==> run_1/final_clocks.png <==
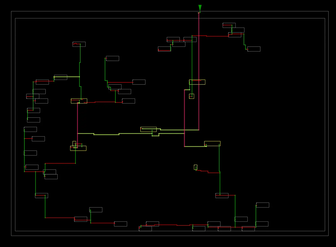
==> run_1/pdn.png <==
Scale: 2 px per um. Pins as bars on the die edge. Tap cells in gray.
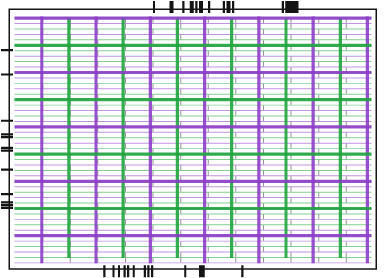
==> run_1/metal_stack.png <==
Scale: 2 px per um.
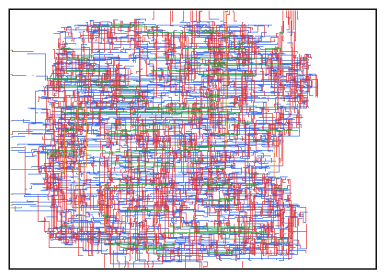
$ cat src/rtl/factorial_pkg.sv
// Shared select encodings for the factorial controller and datapath.
package factorial_pkg;

  // Default operand / product widths.
  localparam int N_W_DEF = 8;
  localparam int R_W_DEF = 32;

  // A-register select driven by the controller.
  typedef enum logic [1:0] {
    WA_HOLD = 2'b00,
    WA_DEC  = 2'b01,
    WA_LOAD = 2'b10,
    WA_ILL  = 2'b11   // never issued by a correct controller; treated as hold
  } wa_e;

  // B-register select driven by the controller.
  typedef enum logic [1:0] {
    WB_INIT = 2'b00,
    WB_MUL  = 2'b01,
    WB_HOLD = 2'b10,
    WB_ILL  = 2'b11   // never issued by a correct controller; treated as hold
  } wb_e;

  // Multiplier operand taken from A: zero is promoted to one so the
  // terminating iterate cycle (A already 0) leaves the product unchanged.
  function automatic logic [N_W_DEF-1:0] mul_operand(input logic [N_W_DEF-1:0] a);
    return (a == '0) ? N_W_DEF'(1) : a;
  endfunction

endpackage

$ cat src/rtl/factorial_datapath_if.sv
// Controller <-> datapath bundle: selects and operand in, flag and result out.
interface factorial_datapath_if
  import factorial_pkg::*;
#(
  parameter int N_W = 8,
  parameter int R_W = 32
);

  logic [N_W-1:0] n;
  wa_e            wa;
  wb_e            wb;
  logic           z_out;
  logic [R_W-1:0] result;
  logic           ovf;

  // Controller side: issues selects and operand, watches flag and result.
  modport master (
    output n,
    output wa,
    output wb,
    input  z_out,
    input  result,
    input  ovf
  );

  // Datapath side.
  modport slave (
    input  n,
    input  wa,
    input  wb,
    output z_out,
    output result,
    output ovf
  );

endinterface

$ cat src/rtl/factorial_mul_ovf.sv
// Combinational R_W x N_W shift-and-add multiplier. Returns the low R_W
// product bits and flags any nonzero bit in the upper N_W bits.
module factorial_mul_ovf #(
  parameter int N_W = 8,
  parameter int R_W = 32
) (
  input  logic [R_W-1:0] b_i,
  input  logic [N_W-1:0] m_i,
  output logic [R_W-1:0] prod_o,
  output logic           ovf_o
);

  localparam int P_W = R_W + N_W;

  logic [P_W-1:0] pp [N_W];
  logic [P_W-1:0] full_prod;

  // One partial product per multiplier bit, pre-shifted into place.
  generate
    for (genvar gi = 0; gi < N_W; gi++) begin : g_pp
      assign pp[gi] = m_i[gi] ? ({{N_W{1'b0}}, b_i} << gi) : '0;
    end
  endgenerate

  // Sum the partial products into the full-width product.
  always_comb begin
    full_prod = '0;
    for (int i = 0; i < N_W; i++) begin
      full_prod = full_prod + pp[i];
    end
  end

  assign prod_o = full_prod[R_W-1:0];
  assign ovf_o  = |full_prod[P_W-1:R_W];

endmodule

$ cat src/rtl/factorial_datapath.sv
// Factorial datapath: down-counter A, running product B and a sticky
// overflow flag, all steered by the controller's wa/wb selects.
module factorial_datapath
  import factorial_pkg::*;
#(
  parameter int N_W = 8,
  parameter int R_W = 32
) (
  input  logic                 clk,
  input  logic                 rst,
  factorial_datapath_if.slave  bus
);

  logic [N_W-1:0] a_q, a_d;
  logic [R_W-1:0] b_q, b_d;
  logic           ovf_q, ovf_d;

  logic [N_W-1:0] mul_m;
  logic [R_W-1:0] mul_prod;
  logic           mul_ovf;

  // A==0 multiplies by one so the closing iterate cycle is a no-op on B.
  assign mul_m = (a_q == '0) ? N_W'(1) : a_q;

  factorial_mul_ovf #(
    .N_W (N_W),
    .R_W (R_W)
  ) u_mul (
    .b_i    (b_q),
    .m_i    (mul_m),
    .prod_o (mul_prod),
    .ovf_o  (mul_ovf)
  );

  // A next state: load, saturating decrement, or hold (incl. illegal code).
  always_comb begin
    a_d = a_q;
    case (bus.wa)
      WA_LOAD: a_d = bus.n;
      WA_DEC:  if (a_q != '0) a_d = a_q - N_W'(1);
      default: a_d = a_q;
    endcase
  end

  // B / ovf next state: init clears ovf, multiply makes ovf sticky.
  always_comb begin
    b_d   = b_q;
    ovf_d = ovf_q;
    case (bus.wb)
      WB_INIT: begin
        b_d   = R_W'(1);
        ovf_d = 1'b0;
      end
      WB_MUL: begin
        b_d   = mul_prod;
        ovf_d = ovf_q | mul_ovf;
      end
      default: begin
        b_d   = b_q;
        ovf_d = ovf_q;
      end
    endcase
  end

  // Register update; low rst clears everything regardless of selects.
  always_ff @(posedge clk) begin
    if (!rst) begin
      a_q   <= '0;
      b_q   <= '0;
      ovf_q <= 1'b0;
    end else begin
      a_q   <= a_d;
      b_q   <= b_d;
      ovf_q <= ovf_d;
    end
  end

  // Terminate flag depends on A only, never on the selects.
  assign bus.z_out  = (a_q <= N_W'(1));
  assign bus.result = b_q;
  assign bus.ovf    = ovf_q;

endmodule

$ cat src/flat_wrapper.sv
// flat-port wrapper written by rule: the top's interface ports become plain ports
module factorial_datapath_flat import factorial_pkg::*;
#(
  parameter int N_W = 8,
  parameter int R_W = 32
)
  (clk, rst, bus_n, bus_wa, bus_wb, bus_z_out, bus_result, bus_ovf);
  factorial_datapath_if #(.N_W(N_W), .R_W(R_W)) bus_i ();
  input  logic clk;
  input  logic rst;
  input wire logic [$bits(bus_i.n)-1:0] bus_n;
  input wire logic [$bits(bus_i.wa)-1:0] bus_wa;
  input wire logic [$bits(bus_i.wb)-1:0] bus_wb;
  output wire logic [$bits(bus_i.z_out)-1:0] bus_z_out;
  output wire logic [$bits(bus_i.result)-1:0] bus_result;
  output wire logic [$bits(bus_i.ovf)-1:0] bus_ovf;
  assign bus_i.n = bus_n;
  assign bus_i.wa = bus_wa;
  assign bus_i.wb = bus_wb;
  assign bus_z_out = bus_i.z_out;
  assign bus_result = bus_i.result;
  assign bus_ovf = bus_i.ovf;
  factorial_datapath #(.N_W(N_W), .R_W(R_W)) u_core (.clk(clk), .rst(rst), .bus(bus_i));
endmodule
$ cat config.mk
export PLATFORM = sky130hd
export DESIGN_NAME = factorial_datapath_flat
export DESIGN_NICKNAME = d
export VERILOG_FILES = /design/src/rtl/factorial_pkg.sv /design/src/rtl/factorial_datapath_if.sv /design/src/rtl/factorial_mul_ovf.sv /design/src/rtl/factorial_datapath.sv /design/src/flat_wrapper.sv
export SDC_FILE = /design/constraint.sdc
export NUM_CORES = 1
export LEC_CHECK = 0
export CAP_MARGIN = 20
export CORE_ASPECT_RATIO = 0.7
export CORE_MARGIN = 2
export CORE_UTILIZATION = 48
export CTS_CLUSTER_DIAMETER = 30
export DETAILED_ROUTE_END_ITERATION = 12
export GPL_ROUTABILITY_DRIVEN = 1
export PLACE_DENSITY = 0.75
export SYNTH_ARGS = -nofsm -noshare
export SYNTH_HDL_FRONTEND = slang
export SYNTH_SLANG_ARGS = --single-unit
$ cat constraint.sdc
create_clock -name clk -period 10.1 [get_ports clk]
set_clock_uncertainty 0.1 [all_clocks]
set_input_delay 2.02 -clock clk [delete_from_list [all_inputs] [get_ports clk]]
set_output_delay 2.02 -clock clk [all_outputs]
set_load 0.02 [all_outputs]
==> job_summary.md, run 1 <==
## Implementation flow summary

| Metric | Value |
|---|---|
| Status | finished, final reports clean |
| Cell Type Count | between 60 and 70 |
| Sequential share of cell area | 7.123% |
| Synthesis area per yosys | about 11,000 um2 |
| Sw Ratio | around 36% |
| ANT cells | 0 |
| CTS H-tree lvls | 2 |
| GRT met3 Usage | 5.509% |
| Post CTS Setup Buffer Count | 0 |
| Signal buffers share of area | under 10% |
| Worst VDD drop | around 0.052 mV |
| MaxCap Viol Count | 0 |
| Placed cells | 1,644 |
| Rel. slew slack | between 50% and 60% |
| Ys flop type | dfxtp_1 |
| Total Neg Setup Slack | 0 ns |
| Met3 WL | 2495 um |
| First-pass GRT wire length | about 47,000 um |
| Most numerous logic cells after layout | inv_1 (249), nand2_1 (154), fa_1 (154), and2_1 (122), ha_1 (84) |
| Tool warning count | 27 |
| Worst-path clk slew | ~0.07 ns |
| Nonclk inv count | ~250 |
| Detailed Route Iter0 Violations | roughly 730 |
| Leak pwr | between 5 and 6 nW |
| Kind of critical path | reg -> reg |
| Clock root buffer | clkbuf_16 |
| Fin area | between 10,000 and 15,000 um2 |
| CP max stage delay | ~0.55 ns |
| Synth Seq Share | ~7.6% |
| R2R cell count | 34 |
| Number of enable flip-flop cells | 0 |
| Critical-path top delay cell | fa_1 |
| Met1 GRT Util | between 30% and 40% |
| CTS tree | built |
| Routed wl met2 | approximately 11,000 um |
| Combinational gate area | 8708 um2 |
| Leading cell kind | multi-input combinational cells |
| Vias post-DR | between 9,000 and 10,000 |
| Core ar. | approximately 22,000 um2 |
| Syn Area/Cell | between 7 and 8 um2 |
| Post-synthesis register bit count | ~41 |
| Gr usage total | 24.84% |
| Die height | around 130 um |
| Crit Path Max Fanout | 36 |
| Sw Pwr | around 0.00016 W |
| Busiest grt layer | met1 |
| Die Size | 23,610 um2 |
| R2r setup slk | approximately 1.4 ns |
| Wire length per cell | 16.69 um |
| Post-CTS resize count | 0 |
| Crit path capture type | flip-flop |
| Worst reg2reg endpoint | u_core.bus.ovf$_SDFFE_PN0P_ |
| Initial antenna violation count | 0 |
| Vias/cell | 5.623 |
| Multi-input combinational area share | between 70% and 80% |
| Clock share of power | a little under 40% |
| Gpl congestion | around 0.94 |
| Worst-margin pin slew | approximately 0.64 ns |
| DP Area | roughly 11,000 um2 |
| Area leader, netlist | fa_1 |
| Clk buf depth | 2 |
| DRT Wirelength | 27,580 um |
| Vias in the first global route | 9,136 |
| Ranking of synthesized cells by area | fa_1 (29%), ha_1 (9.8%), inv_1 (8.7%), dfxtp_1 (7.6%), and2_1 (7.1%) |
| Largest net degree at the start of global routing | 41 |
| Pins Over Slew Limit | 0 |
| Final-report setup violation count | 0 |
| Layout cell share with drive strength beyond 1 | under 10% |
| CP Data Arrival Time | approximately 8.8 ns |
| Worst r2r src | u_core.a_q[3]$_SDFFE_PN0P_ |
| Drt drc | 0 |
| Post-cts hold buffer count | 0 |
| Storage cell area | a little over 800 um2 |
| CP Launch Point | u_core.a_q[3]$_SDFFE_PN0P_ |
| Fin crit period | between 8 and 9 ns |
| RSZ-0062 raised after global routing | false |
| Post-Route M1 WL | 13,580 um |
| Hold EP | u_core.bus.result[0]$_SDFFE_PN0P_ |
| First drt pass iteration count | 5 |
| Max Clk Rate | approximately 0.11 GHz |
| Yosys warning count | 0 |
| Post-DP HPWL | 21,620 um |
| Synth async-reset ratio | 0% |
| Repair and plain buffers | ~59 |
| Antenna-violating nets left | 0 |
| IO Port Bufs | approximately 47 |
| Net Count, Synth | 1,624 |
| Mapped Area | ~11,000 um2 |
| Crit path DRT | 10.18 ns |
| Finished Layout Cells | approximately 1,700 |
| I/O pin count | ~48 |
| Internal Power | approximately 0.00029 W |
| Worst setup path endpoint | u_core.bus.ovf$_SDFFE_PN0P_ |
| Core Util, Final | 52.75% |
| Levels on crit path | 34 |
| Area share, top type | 28.70% |
| Worst hold start | u_core.bus.result[0]$_SDFFE_PN0P_ |
| Cell Rows | about 45 |
| Grt met2 use | a little over a third |
| Total power | 0.0004454 W |
| Combinational share of power | 23.4% |
| Mi-comb count | just over 1,000 |
| Filler Cells Inserted | roughly 2,000 |
| Reg power frac | 37.9% |
| Final worst-path cycle share | roughly 87% |
| Worst Hold Class | reg -> reg |
About final_clocks.png:
TritonCTS Buffers: 5
clk latency late pin: 0.31 ns
Clock Sink Count: 41
clk_buf instances: 5
flip-flops: 41

About pdn.png:
green -> VDD
purple -> VSS
met4 straps = 13
met5 straps = 9

About metal_stack.png:
orange -> met4  # wire length 412 um
red -> met2  # wire length 11,100 um
blue -> met1  # wire length 13,600 um
green -> met3  # wire length 2,500 um

[run 1: power groups by stage]
stage / clock, W / combinational (W) / sequential [W]
after floorplan: 0 / 0.0000654 / 0.000172
after global placement: 0 / 0.000101 / 0.000173
after detailed placement: 0 / 0.000102 / 0.000173
after CTS: 0.000176 / 0.000103 / 0.000169
after global routing: 0.000181 / 0.000113 / 0.000169
final: 0.000172 / 0.000104 / 0.000169
[run 1: registers in the layout, indices dropped and copies added, names as in the netlist]
name	count
u_core.a_q	8
u_core.bus.ovf	1
u_core.bus.result	32
[run 1: logic make-up after synthesis]
logic type / synth area share, %
AND-OR/OR-AND: 15.60
XOR/XNOR: 3.588
adder cells (fa/ha/maj): 38.49
buffers and inverters: 11.31
flip-flops: 7.641
multiplexers: 0.6640
AND/OR/NAND/NOR: 22.71
[run 1: metrics by stage]
step	setup WS [ns]	hold slack, ns
2_1_floorplan	2.038	0.4525
5_1_grt	0.7286	0.6141
3_5_place_dp	1.442	0.5411
3_3_place_gp	1.603	0.5447
4_1_cts	1.395	0.5527
6_report	1.354	0.5598
[run 1: synth_stat cells, types with 3 or more instances]
cell type	instances
a32oi_1	5
nor4_1	4
dfxtp_1	41
a21o_1	26
a22oi_1	21
inv_1	249
nor2_1	78
a211oi_1	10
nand2b_1	15
xnor2_1	28
and3_1	42
o21ai_0	36
mux2i_1	6
nor3_1	16
clkbuf_1	63
a31oi_1	11
o31ai_1	4
a221oi_1	6
and2_1	122
nand4_1	7
nand3_1	13
a21oi_2	6
a21oi_1	56
nand3b_1	3
or3_1	6
o211ai_1	7
nor3b_1	5
xor2_1	16
or2_2	4
o21ai_1	6
o21a_1	8
fa_1	154
o21bai_1	10
nand2_1	154
ha_1	84
nor2b_1	13
--- run 2 (diff from run 1) ---
--- a/config.mk
+++ b/config.mk
@@ -6,7 +6,7 @@
 export NUM_CORES = 1
 export LEC_CHECK = 0
 export CAP_MARGIN = 20
-export CORE_ASPECT_RATIO = 0.7
+export CORE_ASPECT_RATIO = 1.25
 export CORE_MARGIN = 2
 export CORE_UTILIZATION = 48
 export CTS_CLUSTER_DIAMETER = 30
==> run_2/met2.png <==
Scale: 1.5 px per um.
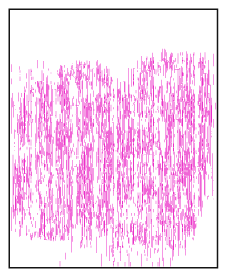
longest straight run = 54.1 um
wire length on this layer = 14,200 um
nets with wire on the layer = 1,423
share of all routed wire = 52%

==> job_summary.md, run 2 <==
## Implementation flow summary

| Metric | Value |
|---|---|
| Status | finished, final reports clean |
| DP Area | 11,390 um2 (about the same) |
| DP Worst Slack | 1.095 ns (-0.3470 ns) |
| Hold slack final | 0.4670 ns (-0.09274 ns) |
| Core ar. | 22,130 um2 (+1.3%) |
| DRT Wirelength | 27,190 um (-1.4%) |
| Crit path capture type | flip-flop |
| Area share, top type | 28.70% (unchanged) |
| Post-synth top cells | inv_1 (249), fa_1 (154), nand2_1 (154), and2_1 (122), ha_1 (84) |
| Cell Rows | 61 (+36%) |
| Largest register FFs | 32 (unchanged) |
| Worst Hold Class | reg -> reg |
| Fin area | 11,550 um2 (+0.23%) |
| Crit Path Max Fanout | 34 (-5.6%) |
| Worst r2r src | u_core.a_q[4]$_SDFFE_PN0P_ |
| TritonCTS Buffers | 5 (unchanged) |
| Total Neg Setup Slack | 0 ns (unchanged) |
| First-pass GRT wire length | 44,970 um (-4.1%) |
| Clk latency late pin | 0.30 ns (about the same) |
| Die Size | 23,600 um2 (about the same) |
| CTS H-tree lvls | 2 (unchanged) |
| Clk buf depth | 2 (unchanged) |
| Max Clk Rate | 0.1104 GHz (-3.5%) |
| Combinational gate area | 8708 um2 (unchanged) |
| Ys flop type | dfxtp_1 |
| Clock root buffer | clkbuf_16 |
| Gpl congestion | 0.9078 (-3.5%) |
| Vias in the first global route | 9,398 (+2.9%) |
| First drt pass iteration count | 5 (unchanged) |
| Worst hold start | u_core.a_q[1]$_SDFFE_PN0P_ |
| Rel. slew slack | 60.94% (+3.4 points) |
| R2r setup slk | 1.04 ns (-0.32 ns) |
| Vias/cell | 5.656 (+0.58%) |
| Yosys warning count | 0 (unchanged) |
| Cell Type Count | 65 (unchanged) |
| Wire length per cell | 16.45 um (-1.5%) |
| Filler Cells Inserted | 2,156 (+4.8%) |
| Syn Area/Cell | 7.829 um2 (unchanged) |
| Worst-path clk slew | 0.07 ns (about the same) |
| Most common cell in the synthesized netlist | inv_1 |
| Tool warning count | 27 (unchanged) |
| Ranking of synthesized cells by area | fa_1 (29%), ha_1 (9.8%), inv_1 (8.7%), dfxtp_1 (7.6%), and2_1 (7.1%) |
| Pins Over Slew Limit | 0 (unchanged) |
| Largest net degree at the start of global routing | 41 (unchanged) |
| Vias post-DR | 9,350 (+0.65%) |
| Crit path DRT | 10.18 ns (about the same) |
| Post-DP HPWL | 20,960 um (-3.1%) |
| R2R cell count | 35 (+2.9%) |
| I/O pin count | 48 (unchanged) |
| Post-cts hold buffer count | 0 (unchanged) |
| Final worst-path cycle share | 89.72% (+3.1 points) |
| Synth async-reset ratio | 0% (unchanged) |
| Worst reg2reg endpoint | u_core.bus.ovf$_SDFFE_PN0P_ |
| Storage cell area | 820.8 um2 (unchanged) |
| CP max stage delay | 0.54 ns (about the same) |
| CP Data Arrival Time | 9.14 ns (+0.32 ns) |
| Total power | 0.0004641 W (+4.2%) |
| Fin crit period | 9.061 ns (+0.3157 ns) |
| Kind of critical path | reg -> reg |
| Post-CTS resize count | 0 (unchanged) |
| Number of enable flip-flop cells | 0 (unchanged) |
| Hold EP | u_core.a_q[1]$_SDFFE_PN0P_ |
| Final-report setup violation count | 0 (unchanged) |
| Most numerous logic cells after layout | inv_1 (249), nand2_1 (154), fa_1 (154), and2_1 (122), ha_1 (84) |
| Detailed Route Iter0 Violations | 534 (-26%) |
==> run_2/metal_stack.png <==
Scale: 2 px per um.
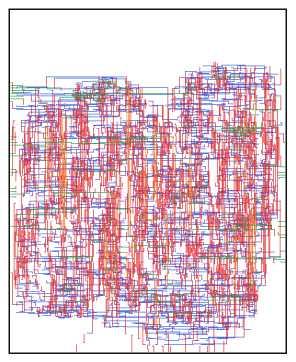
red -> met2  # wire length 14,200 um
blue -> met1  # wire length 10,700 um
orange -> met4  # wire length 1,050 um
green -> met3  # wire length 1,170 um

## run 2: logic make-up after synthesis
logic type      Yosys count  share of synthesized area (%)
flops                    41                          7.641
compound gates          237                          15.60
simple gates            486                          22.71
xor+xnor                 44                          3.588
mux                       7                         0.6640
buf+inv                 319                          11.31
fa+ha+maj               238                          38.49
## run 2: stage by stage
step,cells,util (%)
floorplan,1372,-
global placement,1646,51.46
detailed placement,1646,51.46
CTS,1653,52.18
global route,1653,52.18
finish,1653,52.18
## run 2: worst max-delay path, delay by kind of cell (launching register included)
| kind | cells | cell delay [ns] |
|---|---|---|
| adders and majority gates | 6 | 2.84 |
| AOI/OAI and AO/OA | 13 | 2.65 |
| and+or+nand+nor | 8 | 1.87 |
| buffers and inverters | 6 | 0.73 |
| muxes | 2 | 0.43 |
| DFF | 1 | 0.30 |
## run 2: cell type report
type | instances | area share [%]
Clock buffer | 5 | 1.083
Clock inverter | 2 | 0.3033
Inverter | 250 | 8.125
Multi-Input combinational cell | 1012 | 75.40
Sequential cell | 41 | 7.107
Tap cell | 283 | 3.066
Timing Repair Buffer | 60 | 4.918
## run 2: report_power, final
group / internal, W / total [W] / switching [W]
Clock: 0.000115 / 0.000190 / 0.0000753
Combinational: 0.0000289 / 0.000104 / 0.0000753
Sequential: 0.000165 / 0.000169 / 0.00000398
Total: 0.000309 / 0.000464 / 0.000155
## run 2: layer usage
metal,vias to the layer above,share of wire (%),GRT usage [%]
met3,64,4.3,3.301
met2,262,52,43.85
met5,-,0,0
met1,4663,39,27.91
li1,4361,-,-
met4,0,3.9,10.51
No activity file was given, so power comes from the tool's default toggle rates.
